==> src/rtl/req_ack_arbiter_pkg.sv <==
// Shared types and defaults for the round-robin req/ack arbiter (package arb_pkg).
// Optional assertions in the top are enabled with ARB_SVA_EN.
package arb_pkg;

   typedef enum logic [1:0] {
      IDLE  = 2'd0,
      ISSUE = 2'd1,
      WAIT  = 2'd2,
      DONE  = 2'd3
   } arb_state_e;

   localparam int ARB_N       = 4;
   localparam int ARB_TIMEOUT = 8;

   // Index width that still works for a degenerate count of 1.
   function automatic int ptr_w(input int n);
      return (n > 1) ? $clog2(n) : 1;
   endfunction

   typedef logic [$clog2(ARB_N)-1:0] ptr_t;

endpackage

==> src/rtl/req_ack_arbiter_if.sv <==
// Requester/resource signal bundle for req_ack_arbiter.
// master = arbiter side, slave = requesters plus resource.
interface req_ack_arbiter_if
   import arb_pkg::*;
#(
   parameter int N = ARB_N
) ();

   localparam int W = ptr_w(N);

   logic [N-1:0] req;
   logic [N-1:0] ack;
   logic         res_req;
   logic [W-1:0] res_sel;
   logic         res_ack;
   logic         busy;
   logic         timeout_err;

   modport master (
      input  req, res_ack,
      output ack, res_req, res_sel, busy, timeout_err
   );

   modport slave (
      output req, res_ack,
      input  ack, res_req, res_sel, busy, timeout_err
   );

endinterface

==> src/rtl/req_ack_arbiter_rr_pick.sv <==
// Combinational round-robin picker: first set req bit at or above ptr, wrapping.
module rr_pick #(
   parameter int N = 4,
   parameter int W = 2
) (
   input  logic [N-1:0] req,
   input  logic [W-1:0] ptr,
   output logic         valid,
   output logic [W-1:0] idx
);

   localparam logic [W:0] N_EXT = (W+1)'(N);

   logic [2*N-1:0] req_dbl;
   logic [N-1:0]   req_rot;
   logic [W-1:0]   off;
   logic [W:0]     sum;

   // Doubling the vector turns the wrap-around search into a plain slice.
   assign req_dbl = {req, req};
   assign req_rot = req_dbl[ptr +: N];

   always_comb begin
      valid = 1'b0;
      off   = '0;
      for (int i = N - 1; i >= 0; i--) begin
         if (req_rot[i]) begin
            valid = 1'b1;
            off   = W'(i);
         end
      end
      sum = {1'b0, ptr} + {1'b0, off};
      if (sum >= N_EXT) begin
         sum = sum - N_EXT;
      end
      idx = sum[W-1:0];
   end

endmodule

==> src/rtl/req_ack_arbiter.sv <==
// Round-robin arbiter sharing one req/ack resource among N requesters, with WAIT timeout.
// Define ARB_SVA_EN to compile in the embedded protocol assertions.
module req_ack_arbiter
   import arb_pkg::*;
#(
   parameter int N       = ARB_N,
   parameter int TIMEOUT = ARB_TIMEOUT
) (
   input  logic              clk,
   input  logic              rst,
   req_ack_arbiter_if.master bus
);

   localparam int             W        = ptr_w(N);
   localparam int             CW       = ptr_w(TIMEOUT);
   localparam logic [W-1:0]   SEL_LAST = W'(N - 1);
   localparam logic [CW-1:0]  CNT_LAST = CW'(TIMEOUT - 1);

   arb_state_e    state_reg, state_next;
   logic [CW-1:0] cnt_reg, cnt_next;
   logic [W-1:0]  ptr_reg, ptr_next;
   logic [W-1:0]  sel_reg, sel_next;
   logic [W-1:0]  sel_inc;
   logic          terr_reg, terr_next;
   logic          pick_valid;
   logic [W-1:0]  pick_idx;

   rr_pick #(.N(N), .W(W)) u_pick (
      .req   (bus.req),
      .ptr   (ptr_reg),
      .valid (pick_valid),
      .idx   (pick_idx)
   );

   assign sel_inc = (sel_reg == SEL_LAST) ? '0 : sel_reg + 1'b1;

   always_ff @(posedge clk or negedge rst) begin
      if (!rst) begin
         state_reg <= IDLE;
         cnt_reg   <= '0;
         ptr_reg   <= '0;
         sel_reg   <= '0;
         terr_reg  <= 1'b0;
      end else begin
         state_reg <= state_next;
         cnt_reg   <= cnt_next;
         ptr_reg   <= ptr_next;
         sel_reg   <= sel_next;
         terr_reg  <= terr_next;
      end
   end

   always_comb begin
      state_next = state_reg;
      cnt_next   = cnt_reg;
      ptr_next   = ptr_reg;
      sel_next   = sel_reg;
      terr_next  = 1'b0;
      case (state_reg)
         IDLE: begin
            if (pick_valid) begin
               sel_next   = pick_idx;
               state_next = ISSUE;
            end
         end
         ISSUE: begin
            cnt_next   = '0;
            state_next = WAIT;
         end
         WAIT: begin
            // A late res_ack on the final WAIT cycle still beats the timeout.
            if (bus.res_ack) begin
               state_next = DONE;
            end else if (cnt_reg == CNT_LAST) begin
               terr_next  = 1'b1;
               ptr_next   = sel_inc;
               state_next = IDLE;
            end else begin
               cnt_next = cnt_reg + 1'b1;
            end
         end
         DONE: begin
            ptr_next   = sel_inc;
            state_next = IDLE;
         end
         default: state_next = IDLE;
      endcase
   end

   assign bus.res_req     = (state_reg == ISSUE);
   assign bus.busy        = (state_reg != IDLE);
   assign bus.res_sel     = sel_reg;
   assign bus.timeout_err = terr_reg;

   generate
      for (genvar gi = 0; gi < N; gi++) begin : g_ack
         assign bus.ack[gi] = (state_reg == DONE) && (sel_reg == W'(gi));
      end
   endgenerate

`ifdef ARB_SVA_EN
   a_ack_onehot0 : assert property (@(posedge clk) disable iff (!rst) $onehot0(bus.ack));
   a_res_req_pulse : assert property (@(posedge clk) disable iff (!rst) bus.res_req |=> !bus.res_req);
   // timeout_err is registered, so it lands one cycle after the last WAIT cycle.
   a_res_resolves : assert property (@(posedge clk) disable iff (!rst)
      bus.res_req |-> ##[1:TIMEOUT+1] (bus.res_ack || bus.timeout_err));
   a_idle_not_busy : assert property (@(posedge clk) disable iff (!rst)
      (state_reg == IDLE) |-> !bus.busy);
   generate
      for (genvar gi = 0; gi < N; gi++) begin : g_sva_ack
         a_ack_had_req : assert property (@(posedge clk) disable iff (!rst)
            bus.ack[gi] |-> $past(bus.req[gi], 2));
      end
   endgenerate
`endif

endmodule

==> src/flat_wrapper.sv <==
// flat-port wrapper written by rule: the top's interface ports become plain ports
module req_ack_arbiter_flat import arb_pkg::*;
#(
   parameter int N       = ARB_N,
   parameter int TIMEOUT = ARB_TIMEOUT
)
  (clk, rst, bus_req, bus_res_ack, bus_ack, bus_res_req, bus_res_sel, bus_busy, bus_timeout_err);
  req_ack_arbiter_if #(.N(N)) bus_i ();
  input  logic clk;
  input  logic rst;
  input wire logic [$bits(bus_i.req)-1:0] bus_req;
  input wire logic [$bits(bus_i.res_ack)-1:0] bus_res_ack;
  output wire logic [$bits(bus_i.ack)-1:0] bus_ack;
  output wire logic [$bits(bus_i.res_req)-1:0] bus_res_req;
  output wire logic [$bits(bus_i.res_sel)-1:0] bus_res_sel;
  output wire logic [$bits(bus_i.busy)-1:0] bus_busy;
  output wire logic [$bits(bus_i.timeout_err)-1:0] bus_timeout_err;
  assign bus_i.req = bus_req;
  assign bus_i.res_ack = bus_res_ack;
  assign bus_ack = bus_i.ack;
  assign bus_res_req = bus_i.res_req;
  assign bus_res_sel = bus_i.res_sel;
  assign bus_busy = bus_i.busy;
  assign bus_timeout_err = bus_i.timeout_err;
  req_ack_arbiter #(.N(N), .TIMEOUT(TIMEOUT)) u_core (.clk(clk), .rst(rst), .bus(bus_i));
endmodule
==> config.mk <==
export PLATFORM = sky130hd
export DESIGN_NAME = req_ack_arbiter_flat
export DESIGN_NICKNAME = d
export VERILOG_FILES = /design/src/rtl/req_ack_arbiter_pkg.sv /design/src/rtl/req_ack_arbiter_if.sv /design/src/rtl/req_ack_arbiter_rr_pick.sv /design/src/rtl/req_ack_arbiter.sv /design/src/flat_wrapper.sv
export SDC_FILE = /design/constraint.sdc
export NUM_CORES = 1
export LEC_CHECK = 0
export CORE_MARGIN = 2
export CORE_UTILIZATION = 51
export DETAILED_ROUTE_END_ITERATION = 8
export GPL_TIMING_DRIVEN = 0
export PLACE_DENSITY = 0.81
export SYNTH_ARGS = -nofsm -noshare
export SYNTH_HDL_FRONTEND = slang
export SYNTH_SLANG_ARGS = --single-unit
==> constraint.sdc <==
create_clock -name clk -period 4.1 [get_ports clk]
set_input_delay 1.025 -clock clk [delete_from_list [all_inputs] [get_ports clk]]
set_output_delay 1.025 -clock clk [all_outputs]
set_load 0.05 [all_outputs]
**Run 1: clock distribution**

(10 px per um)
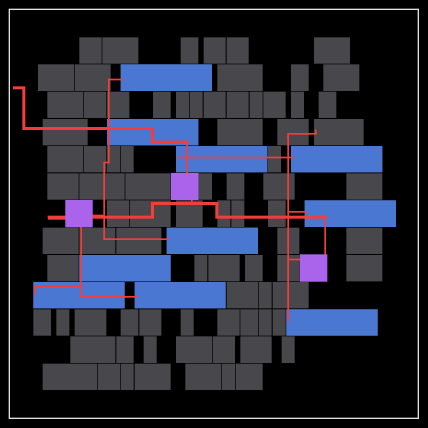
- red: clock wires (length 152 um)
- purple: clock-net drivers (count 3)
- blue: flip-flops (count 10)
- routed clock nets: 4
power in the clock group: 0.0000907 W
Clock power frac: 13.3%
Late-Pin Clk Latency: 0.27 ns
Worst Skew: 0.00165 ns

**Run 1: nets reached from selected ports**

(6 px per um)
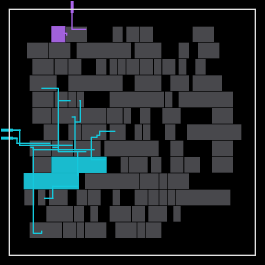
- cyan: `bus_res_sel` (bits 2; direction output; edge left; end cells 2; buffers 2; wire 100 um)
- purple: `bus_res_req` (bits 1; direction output; edge top; end cells 1; buffers 1; wire 6.00 um)
IO buf count: 15
I/O pin total: 16

**Run 1: signal wires on met3**

(12 px per um) Cells faint in the background.
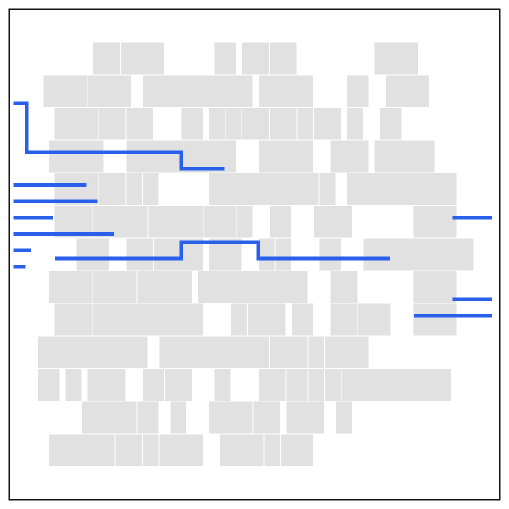
- share of all routed wire: 6.0%
- wire length on this layer: 90.5 um
- nets with wire on the layer: 11

==> flow_summary.json, run 1 <==
{
  "outcome": "finished, final reports clean",
  "reg2reg_slack_ns": 2.31,
  "pwr_density_cell_mw_per_mm2": 763,
  "largest_register_ffs": 3,
  "fin_nets": 111,
  "largest_area_cell": "dfrtp_1",
  "chip_area_mm2": 0.00166,
  "yosysWarnings": 0,
  "rows": 13,
  "crit_start": "u_core.state_reg[1]",
  "yosys_cells": 77,
  "clockRootBuffer": "clkbuf_4",
  "clock_path_buffers": 2,
  "start_kind": "flip-flop",
  "cts_resized": 0,
  "slowest_stage": "clkdlybuf4s50_1",
  "core-area_mm2": 0.00128,
  "grt_antenna_before_repair": 0,
  "period_needed_ns": 3.16,
  "finalHoldViolations": 0,
  "areaGrowthSynthToFinish_pct": 29.8,
  "top_cell_area_share_pct": 36.3,
  "fill_cells": 113,
  "ant_nets": 0,
  "grt_first_pass_wirelength_mm": 2.24,
  "vias": 600,
  "crit_family": "buffers and inverters",
  "clock_sinks": 10,
  "die_h_um": 40.8,
  "worstPathCellList": "clkbuf_1 > and3_1 > clkdlybuf4s50_1",
  "ys_seq_share_pct": 36.3,
  "comb_area_um2": 420,
  "crit-reg2reg-launch": "u_core.ptr_reg[1]",
  "synthCells": 77,
  "ys.flops": 10,
  "cts_tree": "built",
  "path_clk_slew_ns": 0.07,
  "ys_top_cells_by_count": "10 x dfrtp_1, 8 x nand2_1, 7 x ha_1, 7 x nor2_1, 7 x nor2b_1",
  "p_leak_nw": 0.415,
  "crit_cells": 3,
  "tightest_slew_ns": 0.511,
  "cp.required_ns": 3.07,
  "top_cell": "dfrtp_1",
  "syn_avg_cell_area_um2": 8.95,
  "max_slew_margin_pct": 65.8,
  "max_stage_delay_ns": 0.82,
  "ys_types": 29,
  "end_kind": "primary output",
  "max_cap_viol_count": 0,
  "antennaDiodeCount": 0
}
==> run 1: layout by cell type, fill, tap and decap left out, drive strengths merged <==
| cell type | instances |
|---|---|
| inv | 3 |
| dfrtp | 10 |
| xor2 | 1 |
| and3b | 1 |
| and2 | 1 |
| o21ai | 7 |
| nor3 | 1 |
| a21oi | 2 |
| mux2 | 2 |
| a31oi | 2 |
| clkdlybuf4s50 | 15 |
| clkbuf | 6 |
| o31a | 2 |
| nand2 | 8 |
| a211o | 1 |
| nor4 | 1 |
| mux2i | 1 |
| or2 | 2 |
| o31ai | 1 |
| nor2 | 7 |
| o211ai | 1 |
| nand4b | 1 |
| and3 | 4 |
| nor2b | 7 |
| ha | 7 |
| a2bb2oi | 1 |
| nand3 | 1 |
==> run 1: layout make-up <==
type                            instances  share of cell area, %
Timing Repair Buffer                   15                   16.8
Buffer                                  2                  0.839
Clock buffer                            4                   4.06
Tap cell                               15                   2.10
Sequential cell                        10                   28.0
Multi-Input combinational cell         62                   47.0
Inverter                                3                   1.26
==> run 1: where the power goes <==
part / total, W / switching (W) / internal, W
sequential: 0.000201 / 0.0000598 / 0.000141
clock: 0.0000907 / 0.0000366 / 0.0000540
combinational: 0.000391 / 0.000227 / 0.000163
total: 0.000682 / 0.000324 / 0.000358
==> run 1: worst reg2reg max path: stages (launching register included) <==
cell and delay (ns):
dfrtp_1 0.46, o21ai_0 0.19, a21oi_1 0.08, o31a_1 0.29, ha_1 0.19, xor2_1 0.16, a211o_1 0.28, nand3_1 0.08
==> run 1: per-layer routing <==
metal,vias to the layer above,GRT usage [%],share of wire [%]
met4,0,5.00,0
met5,-,0,0
met1,275,28.0,49
met2,13,31.7,45
met3,0,10.9,6.0
li1,312,-,-
==> run 1: logic make-up after synthesis <==
logic type | synth area share (%)
compound gates | 15.6
xor+xnor | 1.27
fa+ha+maj | 12.7
buf+inv | 2.72
flops | 36.3
mux | 5.26
simple gates | 26.1
==> run 1: stage by stage <==
step | total power [W] | setup slack [ns] | std cells | cell area (um2)
3_5_place_dp | 0.000591 | 1.10 | 107 | 858
6_report | 0.000682 | 0.937 | 111 | 895
5_1_grt | 0.000734 | 0.839 | 111 | 895
4_1_cts | 0.000685 | 0.937 | 111 | 895
3_3_place_gp | 0.000576 | 1.17 | 107 | 858
2_1_floorplan | 0.000471 | 1.69 | 77 | 689
==> run 1: how the worst min path moves through the flow <==
| stage | depth (start not counted) | slack, ns | from | end |
|---|---|---|---|---|
| after floorplan | 2 | 0.47 | u_core.cnt_reg[1] | u_core.cnt_reg[1] |
| after global placement | 2 | 0.49 | u_core.cnt_reg[1] | u_core.cnt_reg[1] |
| after detailed placement | 2 | 0.50 | u_core.cnt_reg[1] | u_core.cnt_reg[1] |
| after CTS | 2 | 0.51 | u_core.cnt_reg[1] | u_core.cnt_reg[1] |
| after global routing | 2 | 0.55 | u_core.cnt_reg[1] | u_core.cnt_reg[1] |
| final | 2 | 0.51 | u_core.cnt_reg[1] | u_core.cnt_reg[1] |
==> run 1 -> run 2 <==
--- a/config.mk
+++ b/config.mk
@@ -6,10 +6,10 @@
 export NUM_CORES = 1
 export LEC_CHECK = 0
 export CORE_MARGIN = 2
-export CORE_UTILIZATION = 51
+export CORE_UTILIZATION = 43
 export DETAILED_ROUTE_END_ITERATION = 8
 export GPL_TIMING_DRIVEN = 0
-export PLACE_DENSITY = 0.81
+export PLACE_DENSITY = 0.73
 export SYNTH_ARGS = -nofsm -noshare
 export SYNTH_HDL_FRONTEND = slang
 export SYNTH_SLANG_ARGS = --single-unit
==> constraint.sdc (replaced) <==
create_clock -name clk -period 2.8 [get_ports clk]
set_input_delay 0.7 -clock clk [delete_from_list [all_inputs] [get_ports clk]]
set_output_delay 0.7 -clock clk [all_outputs]
set_load 0.05 [all_outputs]
**Run 2: signal wires on met3**

(12 px per um) Cells faint in the background.
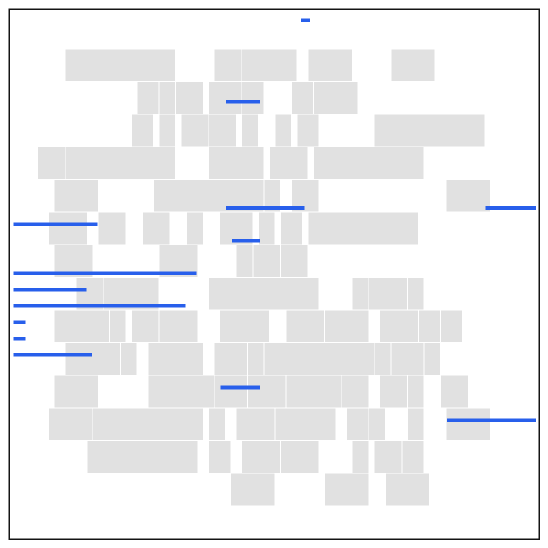
- wire length on this layer: 74.1 um
- main direction: horizontal
- share of all routed wire: 5.3%
- longest straight run: 14.9 um

==> flow_summary.json, run 2 <==
{
  "outcome": "finished, final reports clean",
  "core-area_mm2": 0.00151,
  "end_kind": "primary output",
  "clockRootBuffer": "clkbuf_4",
  "port_buffers": 15,
  "p_sw_w": 0.000464,
  "rows": 14,
  "grt_first_pass_wirelength_mm": 2.36,
  "p_leak_nw": 0.433,
  "p_comb_share_pct": 56.9,
  "max_slew_margin_pct": 66.8,
  "ys_top_cells_by_count": "10 x dfrtp_1, 8 x nand2_1, 7 x ha_1, 7 x nor2_1, 7 x nor2b_1",
  "yosys_cells": 77,
  "ant_nets": 0,
  "yosysWarnings": 0,
  "finalHoldViolations": 0,
  "ys_types": 29,
  "intPower_w": 0.000518,
  "grt_antenna_before_repair": 0,
  "cts_tree": "built",
  "antennaDiodeCount": 0,
  "lay_top_cells": "11 x clkdlybuf4s50_1, 10 x dfrtp_1, 8 x nand2_1",
  "max_cap_viol_count": 0,
  "top_cell_area_share_pct": 36.3,
  "clock_latency_ns": 0.27,
  "path_clk_slew_ns": 0.07,
  "start_kind": "flip-flop",
  "syn_avg_cell_area_um2": 8.95,
  "pwr-share-seq_pct": 29.4,
  "layout_top_cell": "clkdlybuf4s50_1",
  "largest_area_cell": "dfrtp_1",
  "fill_cells": 138,
  "period_needed_ns": 2.63,
  "areaGrowthSynthToFinish_pct": 29.2
}
**Run 2: local utilization**

(8 px per um) 9 x 9 tiles, from dark blue (low) to red (high), 0 to 100% covered.
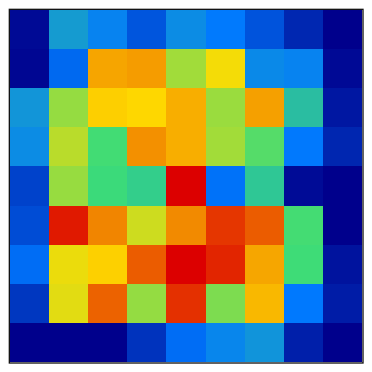
- fullest tile: 100%
- nearly empty tiles: 11%
- tiles over 75% full: 27%
- mean over tiles: 45%
- densest ninth of the die: center

==> run 2: cell type report <==
type	instances	share of cell area [%]
tap	16	2.25
buffer	2	0.843
multi-input combinational	62	47.2
inverter	3	1.26
clock buffer	4	4.07
timing repair buffer	15	16.3
sequential	10	28.1
==> run 2: stage by stage <==
step           hold WS [ns]  power [W]  worst slack (ns)  std cells  area, um2
4_1_cts               0.521   0.000987             0.155        112        891
3_3_place_gp          0.493   0.000847             0.188        108        860
5_1_grt               0.571    0.00106            0.0623        112        891
2_1_floorplan         0.404   0.000690             0.717         77        689
3_5_place_dp          0.504   0.000853             0.189        108        860
6_report              0.516   0.000981             0.166        112        891
==> run 2: layer usage <==
metal  vias to the layer above  GRT usage, %  routed length, um
li1                        314             -                  -
met1                       274          24.6                697
met2                        14          22.1                580
met3                         5          3.27                 74
met4                         0          10.9                 39
met5                         -             0                  0
==> run 2: worst paths after layout <==
path | from | end | slack (ns) | cells after the start
min reg2reg | u_core.cnt_reg[1] | u_core.cnt_reg[1] | 0.52 | 2
max in group asynchronous | rst | u_core.bus.res_sel[1] | 1.75 | 1
min | u_core.cnt_reg[1] | u_core.cnt_reg[1] | 0.52 | 2
max | u_core.state_reg[0] | bus_res_req | 0.17 | 3
min in group asynchronous | rst | u_core.cnt_reg[0] | 0.74 | 1
max reg2reg | u_core.ptr_reg[1] | u_core.bus.res_sel[1] | 1.06 | 7
==> run 2: what timing repair did <==
item                                    4_1_cts  5_1_grt
hold endpoints to repair                      0        0
resized                                       4        0
endpoints found under the setup margin        4        0
==> run 2: kinds of logic (layout without fill, tap and decap cells) <==
| logic type | count (synthesis) | count (layout) | synth area share, % |
|---|---|---|---|
| compound gates | 17 | 17 | 15.6 |
| simple gates | 34 | 34 | 26.1 |
| fa+ha+maj | 7 | 7 | 12.7 |
| flops | 10 | 10 | 36.3 |
| xor+xnor | 1 | 1 | 1.27 |
| buf+inv | 5 | 24 | 2.72 |
| mux | 3 | 3 | 5.26 |
==> run 2: critical path: cells and delay by family, from the launching register on <==
kind / cells / cell delay, ns
buffers and inverters: 2 / 1.11
DFF: 1 / 0.38
and+or+nand+nor: 1 / 0.17
==> run 2: power by group through the flow <==
stage / clock [W] / combinational [W] / sequential, W
finish: 0.000135 / 0.000558 / 0.000288
global route: 0.000144 / 0.000614 / 0.000303
CTS: 0.000134 / 0.000564 / 0.000289
detailed placement: 0 / 0.000562 / 0.000292
global placement: 0 / 0.000557 / 0.000290
floorplan: 0 / 0.000368 / 0.000322
No activity file was given, so power comes from the tool's default toggle rates.
